<file path="src/rtl/stream_packet_source_pkg.sv">
// Shared types for the stream packet source.
//   state_t : FSM state encoding (IDLE, SEND, GAP), also exported on state_dbg.
//   cmd_t   : packed command record (length, seed, gap) sized by the default
//             widths below, for users that move commands around as one word.
package stream_packet_source_pkg;

  localparam int DEFAULT_WIDTH_BITS  = 8;
  localparam int DEFAULT_LENGTH_BITS = 8;
  localparam int DEFAULT_GAP_BITS    = 4;

  typedef enum logic [1:0] {
    IDLE = 2'd0,
    SEND = 2'd1,
    GAP  = 2'd2
  } state_t;

  typedef struct packed {
    logic [DEFAULT_LENGTH_BITS-1:0] length;
    logic [DEFAULT_WIDTH_BITS-1:0]  seed;
    logic [DEFAULT_GAP_BITS-1:0]    gap;
  } cmd_t;

endpackage

</file>
<file path="src/rtl/stream_packet_source_if.sv">
// Valid/ready output stream carrying data beats with a last flag.
//   master : drives output_valid, output_data, output_last; samples output_ready
//   slave  : samples output_valid, output_data, output_last; drives output_ready
//
// Handshake: a beat transfers on a rising clock edge where output_valid and
// output_ready are both high. Once output_valid is raised, it and the
// data/last fields stay stable until that transfer; output_ready may change
// freely and must not depend combinationally on output_valid.
interface stream_packet_source_if
  import stream_packet_source_pkg::*;
#(
  parameter int WIDTH_BITS = DEFAULT_WIDTH_BITS
) ();

  logic                  output_valid;
  logic                  output_ready;
  logic [WIDTH_BITS-1:0] output_data;
  logic                  output_last;

  modport master (
    output output_valid,
    output output_data,
    output output_last,
    input  output_ready
  );

  modport slave (
    input  output_valid,
    input  output_data,
    input  output_last,
    output output_ready
  );

endinterface

</file>
<file path="src/rtl/stream_packet_source.sv">
// Packet traffic generator on a valid/ready stream.
// An accepted command (cmd_valid && cmd_ready) emits cmd_length beats of
// incrementing data starting at cmd_seed, inserting cmd_gap idle cycles after
// every non-final beat, with output_last on the final beat.
// Ports:
//   clock, reset      : clock, synchronous active-high reset
//   cmd_valid/ready   : command handshake (ready only while IDLE)
//   cmd_length        : beats in the packet (0 = no beats, just a done pulse)
//   cmd_seed          : data of the first beat
//   cmd_gap           : idle cycles after each non-final beat
//   stream            : output stream (master modport)
//   busy              : high while a packet is in flight (SEND or GAP)
//   done              : one-cycle pulse after a packet completes
//   state_dbg         : current FSM state
module stream_packet_source
  import stream_packet_source_pkg::*;
#(
  parameter int WIDTH_BITS  = DEFAULT_WIDTH_BITS,
  parameter int LENGTH_BITS = DEFAULT_LENGTH_BITS,
  parameter int GAP_BITS    = DEFAULT_GAP_BITS
) (
  input  logic                   clock,
  input  logic                   reset,
  input  logic                   cmd_valid,
  output logic                   cmd_ready,
  input  logic [LENGTH_BITS-1:0] cmd_length,
  input  logic [WIDTH_BITS-1:0]  cmd_seed,
  input  logic [GAP_BITS-1:0]    cmd_gap,
  stream_packet_source_if.master stream,
  output logic                   busy,
  output logic                   done,
  output state_t                 state_dbg
);

  localparam logic [WIDTH_BITS-1:0]  DATA_ONE = WIDTH_BITS'(1);
  localparam logic [LENGTH_BITS-1:0] LEN_ONE  = LENGTH_BITS'(1);
  localparam logic [LENGTH_BITS-1:0] LEN_TWO  = LENGTH_BITS'(2);
  localparam logic [GAP_BITS-1:0]    GAP_ONE  = GAP_BITS'(1);

  state_t                 state;
  logic [WIDTH_BITS-1:0]  data_q;     // current / next beat value
  logic [LENGTH_BITS-1:0] remaining;  // beats still to transfer, incl. current
  logic [GAP_BITS-1:0]    gap_len;    // captured idle length
  logic [GAP_BITS-1:0]    gap_cnt;    // idle cycles left in GAP
  logic                   valid_q;
  logic                   last_q;
  logic                   done_q;

  always_ff @(posedge clock) begin
    if (reset) begin
      state     <= IDLE;
      data_q    <= '0;
      remaining <= '0;
      gap_len   <= '0;
      gap_cnt   <= '0;
      valid_q   <= 1'b0;
      last_q    <= 1'b0;
      done_q    <= 1'b0;
    end else begin
      done_q <= 1'b0;
      unique case (state)
        IDLE: begin
          // cmd_ready is high throughout IDLE, so cmd_valid alone accepts.
          if (cmd_valid) begin
            data_q    <= cmd_seed;
            remaining <= cmd_length;
            gap_len   <= cmd_gap;
            if (cmd_length == '0) begin
              done_q <= 1'b1;
            end else begin
              state   <= SEND;
              valid_q <= 1'b1;
              last_q  <= (cmd_length == LEN_ONE);
            end
          end
        end
        SEND: begin
          if (stream.output_ready) begin
            if (last_q) begin
              state     <= IDLE;
              valid_q   <= 1'b0;
              last_q    <= 1'b0;
              done_q    <= 1'b1;
              remaining <= '0;
            end else begin
              // Advance to the next beat now so GAP holds the next-beat value.
              data_q    <= data_q + DATA_ONE;
              remaining <= remaining - LEN_ONE;
              if (gap_len == '0) begin
                last_q <= (remaining == LEN_TWO);
              end else begin
                state   <= GAP;
                valid_q <= 1'b0;
                last_q  <= 1'b0;
                gap_cnt <= gap_len;
              end
            end
          end
        end
        GAP: begin
          // remaining was already decremented on the handshake that got us here.
          gap_cnt <= gap_cnt - GAP_ONE;
          if (gap_cnt == GAP_ONE) begin
            state   <= SEND;
            valid_q <= 1'b1;
            last_q  <= (remaining == LEN_ONE);
          end
        end
        default: begin
          state   <= IDLE;
          valid_q <= 1'b0;
          last_q  <= 1'b0;
        end
      endcase
    end
  end

  assign stream.output_valid = valid_q;
  assign stream.output_data  = data_q;
  assign stream.output_last  = last_q;
  assign cmd_ready           = (state == IDLE);
  assign busy                = (state != IDLE);
  assign done                = done_q;
  assign state_dbg           = state;

endmodule

</file>
<file path="src/flat_wrapper.sv">
// flat-port wrapper written by rule: the top's interface ports become plain ports
module stream_packet_source_flat import stream_packet_source_pkg::*;
#(
  parameter int WIDTH_BITS  = DEFAULT_WIDTH_BITS,
  parameter int LENGTH_BITS = DEFAULT_LENGTH_BITS,
  parameter int GAP_BITS    = DEFAULT_GAP_BITS
)
  (clock, reset, cmd_valid, cmd_ready, cmd_length, cmd_seed, cmd_gap, busy, done, state_dbg, stream_output_valid, stream_output_data, stream_output_last, stream_output_ready);
  stream_packet_source_if #(.WIDTH_BITS(WIDTH_BITS)) stream_i ();
  input  logic clock;
  input  logic reset;
  input  logic cmd_valid;
  output logic cmd_ready;
  input  logic [LENGTH_BITS-1:0] cmd_length;
  input  logic [WIDTH_BITS-1:0] cmd_seed;
  input  logic [GAP_BITS-1:0] cmd_gap;
  output logic busy;
  output logic done;
  output state_t state_dbg;
  output wire logic [$bits(stream_i.output_valid)-1:0] stream_output_valid;
  output wire logic [$bits(stream_i.output_data)-1:0] stream_output_data;
  output wire logic [$bits(stream_i.output_last)-1:0] stream_output_last;
  input wire logic [$bits(stream_i.output_ready)-1:0] stream_output_ready;
  assign stream_output_valid = stream_i.output_valid;
  assign stream_output_data = stream_i.output_data;
  assign stream_output_last = stream_i.output_last;
  assign stream_i.output_ready = stream_output_ready;
  stream_packet_source #(.WIDTH_BITS(WIDTH_BITS), .LENGTH_BITS(LENGTH_BITS), .GAP_BITS(GAP_BITS)) u_core (.clock(clock), .reset(reset), .cmd_valid(cmd_valid), .cmd_ready(cmd_ready), .cmd_length(cmd_length), .cmd_seed(cmd_seed), .cmd_gap(cmd_gap), .stream(stream_i), .busy(busy), .done(done), .state_dbg(state_dbg));
endmodule
</file>
<file path="config.mk">
export PLATFORM = sky130hd
export DESIGN_NAME = stream_packet_source_flat
export DESIGN_NICKNAME = d
export VERILOG_FILES = /design/src/rtl/stream_packet_source_pkg.sv /design/src/rtl/stream_packet_source_if.sv /design/src/rtl/stream_packet_source.sv /design/src/flat_wrapper.sv
export SDC_FILE = /design/constraint.sdc
export NUM_CORES = 1
export LEC_CHECK = 0
export CORE_ASPECT_RATIO = 2
export CORE_UTILIZATION = 54
export CTS_CLUSTER_DIAMETER = 200
export DETAILED_ROUTE_END_ITERATION = 16
export PLACE_DENSITY = 0.9
export SETUP_SLACK_MARGIN = 0.4
export SLEW_MARGIN = 15
export SYNTH_ARGS = -nofsm -noshare
export SYNTH_HDL_FRONTEND = slang
export SYNTH_SLANG_ARGS = --single-unit
</file>
<file path="constraint.sdc">
create_clock -name clock -period 3.4 [get_ports clock]
set_clock_uncertainty 0.15 [all_clocks]
set_input_delay 0.34 -clock clock [delete_from_list [all_inputs] [get_ports clock]]
set_output_delay 0.34 -clock clock [all_outputs]
set_load 0.05 [all_outputs]
</file>
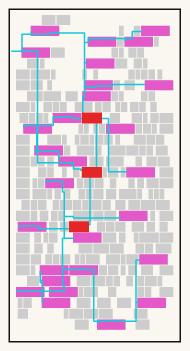
(clock network drawn from the DEF)
Scale: 4 px per um.
Cyan marks clock wires, length 360 um. Red marks clock drivers, count 3. Magenta marks flip-flops, count 28.
There are 4 routed clock nets. Position of the flops: all over the die.

==> reports/qor.txt <==
Worst Max-Slew Pin Slew: 0.811 ns
Slew headroom: 0.457
Core area: 3120 sq um
Total global routing overflow: 0
Sequential power: 436 uW
Ys cells: 230
Die Size: 3510 sq um
CP arrival: 2.11 ns
Hold Slack: 0.346 ns
Netlist cell types: 44
Dominant comb cell: simple AND/OR/NAND/NOR gates
Synth warn: 0
Most numerous logic cells after layout: clkdlybuf4s50_1 (38), dfxtp_1 (28), a21oi_1 (24), nor2_1 (21), o21ai_0 (19)
Max-slew violations: 0
Fraction of layout cells with a size suffix above 1: 0.0728
Psw: 470 uW
DRT Wirelength: 4.61 mm
# fillers: 254
Critical-path top delay cell: clkdlybuf4s50_1
Max stage delay on crit path: 0.81 ns
CTS HTree Levels: 1
RSZ-0062 raised after global routing: no
Vias: 1842
Finished Cell Area: 2200 sq um
Port Buf Inserts: 38
Setup crit start kind: flop
Chip width: 42.4 um
Area grow syn2layout: 24.9%
Total power: 1.15 mW
# setup viols final: 0
Height of the die: 82.7 um
Highest-power group: combinational logic
YS chip area: 1760 sq um
Top achievable clock speed: 0.384 GHz
Crit path DRT: 2.91 ns
Resized cells post-CTS: 0
Final hold viol count: 0
Avg WL per Cell: 15.8 um
Yosys simple share: 0.292
Clock Power Share: 0.185
Post-route setup TNS: 0 ns
Tot GR Track Use: 0.276
Post-synth ARST share: 0
Largest net degree at the start of global routing: 24
Combinational logic power: 499 uW
Clock Sinks: 28
Sequential Area: 561 sq um
Most common reg cell: dfxtp_1
Final critical-path required period: 2.60 ns
Peak VDD IR: 0.346 mV
First-pass GRT wire length: 7.52 mm
DRC violations left: 0
Worst-path maximum fanout: 21
Seq cells post-synth: 28
Fin nets: 292
Fin worst setup slack: 0.796 ns
DP Worst Slack: 0.963 ns
Status: complete, no violations
Detailed Place HPWL: 3.54 mm
Fp util: 0.564
Mapped cell area: 1760 sq um
Num ports: 39
Post-CTS Hold Buffers: 0
Clock buffer count from CTS: 3
Flop pwr share: 0.380
# placed instances: 288
Routability cong.: 0.919
Post-Syn Instances: 230
CTS root buffer: clkbuf_8
Clock Tree Buf Depth: 2
FP Rows: 29
Switch share: 0.410
Final Util: 0.704
CP endpoint kind: primary output
Initial antenna violation count: 0
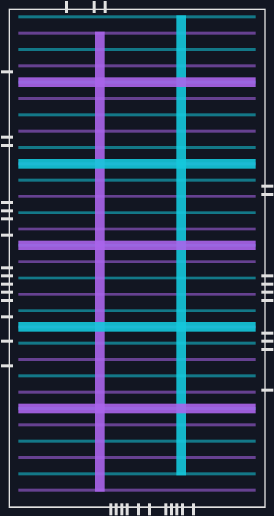
(floorplan with the power grid)
Scale: 6 px per um. Pins as bars on the die edge.
Purple marks VSS. Cyan marks VDD.
The core has 29 rows. 2 straps on met4. 30 met1 rails follow the rows. 5 straps on met5.

[path summary, 6_finish.rpt]
kind	from	cells after the start	slack, ns	end
worst max-delay path	u_core.state_dbg[0]	3	0.80	cmd_ready
worst min-delay path	u_core.gap_cnt[1]	2	0.35	u_core.gap_cnt[1]
worst max register to register	u_core.state_dbg[0]	4	1.17	u_core.remaining[4]
worst min register to register	u_core.gap_cnt[1]	2	0.35	u_core.gap_cnt[1]
[synth_stat cells, types with 2 or more instances]
cell      count  area, sq um
a211o_1       2         17.5
a211oi_1      4         30.0
a21bo_2       2         20.0
a21oi_1      24          120
a22oi_1       2         15.0
a311oi_1      2         17.5
a31oi_1       2         12.5
and2_1        4         25.0
and3b_1       2         17.5
buf_2         2         10.0
clkbuf_1     10         37.5
dfxtp_1      28          561
ha_1          6         75.1
inv_1        12         45.0
mux2_2        2         22.5
mux2i_1       5         50.1
nand2_1      13         48.8
nand2b_1      8         50.1
nand3_1       3         15.0
nor2_1       21         78.8
nor2b_1       4         25.0
nor3_1       13         65.1
nor4_1        6         37.5
nor4bb_1      2         20.0
o21a_1        2         15.0
o21ai_0      19         95.1
o22ai_1       2         12.5
o32ai_1       5         43.8
or2_2         3         18.8
or3_1         3         18.8
or3b_2        2         17.5
or4_1         3         22.5
[routing by layer]
layer	part of all wire	GRT usage	up-vias
met3	0.031	0.0348	12
met4	0.020	0.122	0
met1	0.35	0.250	871
li1	-	-	896
met5	0	0	-
met2	0.60	0.578	63
[worst max-delay path: cells and delay by family, from the launching register on]
kind          cells  cell delay [ns]
buf+inv           2             0.90
flops             1             0.53
simple gates      1             0.41
[final cells by class]
class / instances / share of cell area
well taps: 31 / 0.0176
multi-input cells: 176 / 0.499
flip-flops and latches: 28 / 0.255
repair buffers: 41 / 0.183
clock buffers: 4 / 0.0250
inverters: 12 / 0.0205
Power figures rest on the tool's default switching activity, not on a simulated workload.
